## src/rtl/regfile_write_sched.sv

```systemverilog
// Register-file write scheduler: arbitrates rename requests against buffered ROB commits.
// Optional perf counters are enabled with `define REGSCHED_PERF_EN.
module regfile_write_sched #(
    parameter int unsigned CMT_DEPTH = 4,
    parameter int unsigned CNT_W     = 3
) (
    input  logic             clk,
    input  logic             rst,
    input  logic             rdy,
    input  logic             flush,
    input  logic             iss_valid,
    output logic             iss_ready,
    input  logic [4:0]       iss_rd,
    input  logic [3:0]       iss_rob,
    input  logic             cmt_valid,
    output logic             cmt_ready,
    input  logic [4:0]       cmt_rd,
    input  logic [3:0]       cmt_rob,
    input  logic [31:0]      cmt_val,
    output logic             rd_in_flag,
    output logic [4:0]       rd_in_a,
    output logic [3:0]       rd_in_rob,
    output logic             rd_out_flag,
    output logic [4:0]       rd_out_a,
    output logic [3:0]       rd_out_rob,
    output logic [31:0]      rd_out_val,
`ifdef REGSCHED_PERF_EN
    output logic [31:0]      perf_iss_stall,
    output logic [31:0]      perf_cmt_full,
`endif
    output logic [CNT_W-1:0] cmt_count,
    output logic             busy
);

    localparam int unsigned PTR_W = (CMT_DEPTH > 1) ? $clog2(CMT_DEPTH) : 1;
    localparam logic [CNT_W-1:0] DEPTH_C = CNT_W'(CMT_DEPTH);

    typedef enum logic {
        GNT_ISSUE = 1'b0,
        GNT_CMT   = 1'b1
    } gnt_e;

    logic [4:0]       r_q_rd  [CMT_DEPTH];
    logic [3:0]       r_q_rob [CMT_DEPTH];
    logic [31:0]      r_q_val [CMT_DEPTH];
    logic [PTR_W-1:0] r_wr_ptr;
    logic [PTR_W-1:0] r_rd_ptr;
    logic [CNT_W-1:0] r_count;
    gnt_e             r_last_gnt;

    logic             r_in_flag;
    logic [4:0]       r_in_a;
    logic [3:0]       r_in_rob;
    logic             r_out_flag;
    logic [4:0]       r_out_a;
    logic [3:0]       r_out_rob;
    logic [31:0]      r_out_val;

    logic w_full;
    logic w_cmt_ready;
    logic w_enq;
    logic w_store;
    logic w_iss_req;
    logic w_cmt_req;
    logic w_contend;
    logic w_cmt_gnt;
    logic w_iss_gnt;
    logic w_iss_ready;

    assign w_full      = (r_count == DEPTH_C);
    assign w_cmt_ready = rdy && (r_count < DEPTH_C);
    assign w_enq       = cmt_valid && w_cmt_ready;
    assign w_store     = w_enq && (cmt_rd != 5'd0);

    // Commit request looks only at pre-enqueue occupancy; no same-cycle bypass.
    assign w_iss_req = iss_valid && !flush && (iss_rd != 5'd0);
    assign w_cmt_req = (r_count != '0);
    assign w_contend = w_iss_req && w_cmt_req;

    assign w_cmt_gnt = rdy && w_cmt_req &&
                       (!w_iss_req || w_full || (r_last_gnt == GNT_ISSUE));
    assign w_iss_gnt = rdy && w_iss_req && !w_cmt_gnt;

    assign w_iss_ready = rdy && !flush && ((iss_rd == 5'd0) || w_iss_gnt);

    always_ff @(posedge clk) begin
        if (rst) begin
            r_wr_ptr   <= '0;
            r_rd_ptr   <= '0;
            r_count    <= '0;
            r_last_gnt <= GNT_ISSUE;
            r_in_flag  <= 1'b0;
            r_in_a     <= '0;
            r_in_rob   <= '0;
            r_out_flag <= 1'b0;
            r_out_a    <= '0;
            r_out_rob  <= '0;
            r_out_val  <= '0;
        end else if (rdy) begin
            if (w_store) begin
                r_q_rd[r_wr_ptr]  <= cmt_rd;
                r_q_rob[r_wr_ptr] <= cmt_rob;
                r_q_val[r_wr_ptr] <= cmt_val;
                r_wr_ptr          <= r_wr_ptr + PTR_W'(1);
            end
            if (w_cmt_gnt) begin
                r_rd_ptr <= r_rd_ptr + PTR_W'(1);
            end
            case ({w_store, w_cmt_gnt})
                2'b10:   r_count <= r_count + CNT_W'(1);
                2'b01:   r_count <= r_count - CNT_W'(1);
                default: r_count <= r_count;
            endcase
            // A full-FIFO forced commit does not count as a round-robin turn.
            if (w_contend && !w_full) begin
                r_last_gnt <= w_cmt_gnt ? GNT_CMT : GNT_ISSUE;
            end
            r_in_flag <= w_iss_gnt;
            if (w_iss_gnt) begin
                r_in_a   <= iss_rd;
                r_in_rob <= iss_rob;
            end
            r_out_flag <= w_cmt_gnt;
            if (w_cmt_gnt) begin
                r_out_a   <= r_q_rd[r_rd_ptr];
                r_out_rob <= r_q_rob[r_rd_ptr];
                r_out_val <= r_q_val[r_rd_ptr];
            end
        end else begin
            r_in_flag  <= 1'b0;
            r_out_flag <= 1'b0;
        end
    end

`ifdef REGSCHED_PERF_EN
    logic [31:0] r_perf_iss_stall;
    logic [31:0] r_perf_cmt_full;
    logic        w_iss_stall;
    logic        w_cmt_stall;

    assign w_iss_stall = rdy && iss_valid && !flush && !w_iss_ready;
    assign w_cmt_stall = rdy && cmt_valid && !w_cmt_ready;

    always_ff @(posedge clk) begin
        if (rst) begin
            r_perf_iss_stall <= '0;
            r_perf_cmt_full  <= '0;
        end else begin
            if (w_iss_stall && (r_perf_iss_stall != '1)) begin
                r_perf_iss_stall <= r_perf_iss_stall + 32'd1;
            end
            if (w_cmt_stall && (r_perf_cmt_full != '1)) begin
                r_perf_cmt_full <= r_perf_cmt_full + 32'd1;
            end
        end
    end

    assign perf_iss_stall = r_perf_iss_stall;
    assign perf_cmt_full  = r_perf_cmt_full;
`endif

    assign iss_ready   = w_iss_ready;
    assign cmt_ready   = w_cmt_ready;
    assign rd_in_flag  = r_in_flag;
    assign rd_in_a     = r_in_a;
    assign rd_in_rob   = r_in_rob;
    assign rd_out_flag = r_out_flag;
    assign rd_out_a    = r_out_a;
    assign rd_out_rob  = r_out_rob;
    assign rd_out_val  = r_out_val;
    assign cmt_count   = r_count;
    assign busy        = (r_count != '0);

endmodule

```

## config.mk

```make
export PLATFORM = sky130hd
export DESIGN_NAME = regfile_write_sched
export DESIGN_NICKNAME = d
export VERILOG_FILES = /design/src/rtl/regfile_write_sched.sv
export SDC_FILE = /design/constraint.sdc
export NUM_CORES = 1
export LEC_CHECK = 0
export CAP_MARGIN = 5
export CORE_UTILIZATION = 45
export CTS_BUF_LIST = sky130_fd_sc_hd__clkbuf_2 sky130_fd_sc_hd__clkbuf_4 sky130_fd_sc_hd__clkbuf_8
export CTS_CLUSTER_DIAMETER = 120
export DETAILED_ROUTE_END_ITERATION = 7
export PLACE_DENSITY = 0.67
export SETUP_SLACK_MARGIN = 0.15
export SYNTH_ARGS = -nofsm -noshare
export SYNTH_HDL_FRONTEND = slang
export SYNTH_SLANG_ARGS = --single-unit
```

## constraint.sdc

```tcl
create_clock -name clk -period 6.7 [get_ports clk]
set_input_delay 1.675 -clock clk [delete_from_list [all_inputs] [get_ports clk]]
set_output_delay 1.675 -clock clk [all_outputs]
set_load 0.03 [all_outputs]
```

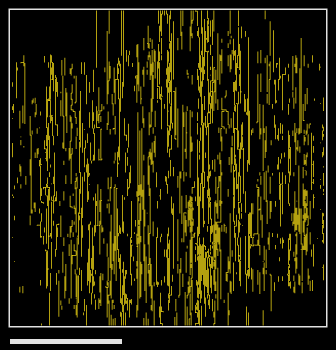
**Above:** signal wires on met2.
Bar = 50 um.
nets with wire on the layer: 624
main direction: vertical

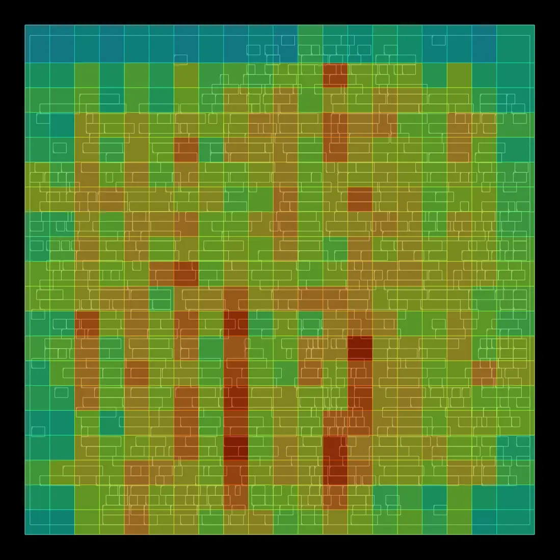
**Above:** congestion heat map.
M2 GR Usage: 29.2%
gr usage total: 17.3%

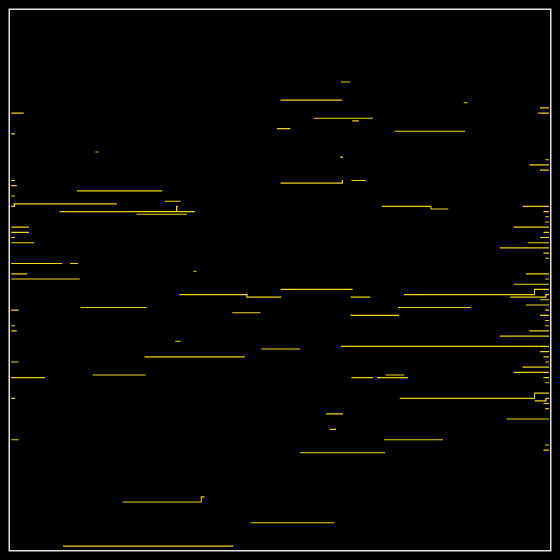
**Above:** met3 routing.
nets with wire on the layer: 81
wire length on this layer: 861 um
total length of routed wires: 16,500 um
Vias: 4,599
M3 GR Usage: 4.22%

==> metrics.csv <==
metric,value,unit
routabilityCongestion,0.742,
fin_setup_tns,0,ns
worst_slack,1.44,ns
worst_slew_pin_slew,1.21,ns
grt.busiest_layer,met2,
clk_pin_slew,0.06,ns
syn_inst,503,
nonClkBufAreaFrac,10.5,%
design_area,10800,um^2
ys_area,8770,um^2
comb_power,339,uW
crit_chain,clkdlybuf4s50_1 > or4_4 > nor2_1 > a21oi_1 > nor2b_1 > clkdlybuf4s50_1,
worstPathArrival,3.59,ns
cp_max_fo,3,
netlist_area,8770,um^2
worstHoldPathType,register to register,
chip_area,20100,um^2
ant_nets,0,
inverters,6,
tool_warnings,29,
dpl.hpwl,9350,um
top_cell,edfxtp_1,
ys_seq_share,69.8,%
ff_count,224,
final_hold_viol_count,0,
comb_cells,245,
status,"complete, no violations",
drc,0,
cts-htree-levels,2,
routed_via_density,5.00,
logic_area,2440,um^2
fp-row-count,50,
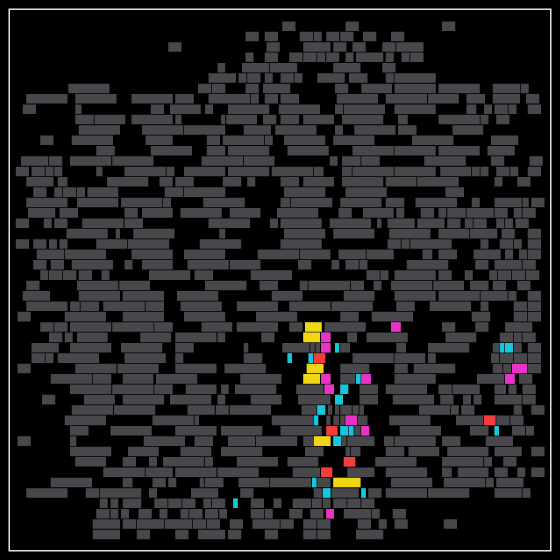
**Above:** gate families picked out.
[yellow] fa/ha/maj cells | cells: 6 | most used: ha_1
[red] xor and xnor cells | cells: 5 | most used: xnor2_1 | where: bottom middle
[magenta] and/or cells | cells: 11 | most used: and2_2
[cyan] nor cells | cells: 18 | most used: nor2_1
combinational share of cell area: 22.6%
most instantiated logic cell after routing: edfxtp_1
non-filler instance count after layout: 920

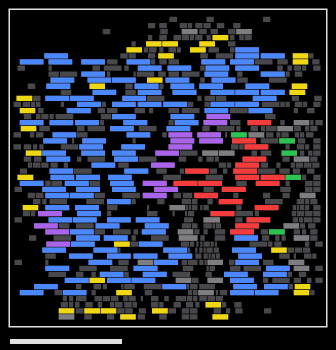
**Above:** register map, names as in the netlist.
Bar = 50 um.
[blue] r_q_val | flops: 128 | where: widely spread
[red] r_q_rd | flops: 20 | where: right middle
[green] rd_out_a | flops: 5 | where: right middle
[yellow] rd_out_val | flops: 32 | where: widely spread
[purple] r_q_rob | flops: 16
not colored: 23
sequential power: 1580 uW
fraction of area in registers: 56.6%
Post-Route Utilization: 57.4%

flip-flops by register name, indices dropped and copies added (netlist names):
signal	flops
cmt_count	3
r_last_gnt	1
r_q_rd	20
r_q_rob	16
r_q_val	128
r_rd_ptr	2
r_wr_ptr	2
rd_in_a	5
rd_in_flag	1
rd_in_rob	4
rd_out_a	5
rd_out_flag	1
rd_out_rob	4
rd_out_val	32
worst paths after layout:
check	from	endpoint	slack, ns
setup reg to reg	cmt_count[2]	r_q_val[2][20]	4.20
hold / removal	rd_out_val[11]	rd_out_val[11]	0.47
setup / recovery	iss_rd[0]	iss_ready	1.44
hold reg to reg	rd_out_val[11]	rd_out_val[11]	0.47
critical path: cells and delay by family:
kind            cells  cell delay, ns
compound gates      1            0.05
buf+inv             2            1.10
simple gates        3            0.77
Power and IR drop assume default switching activity.
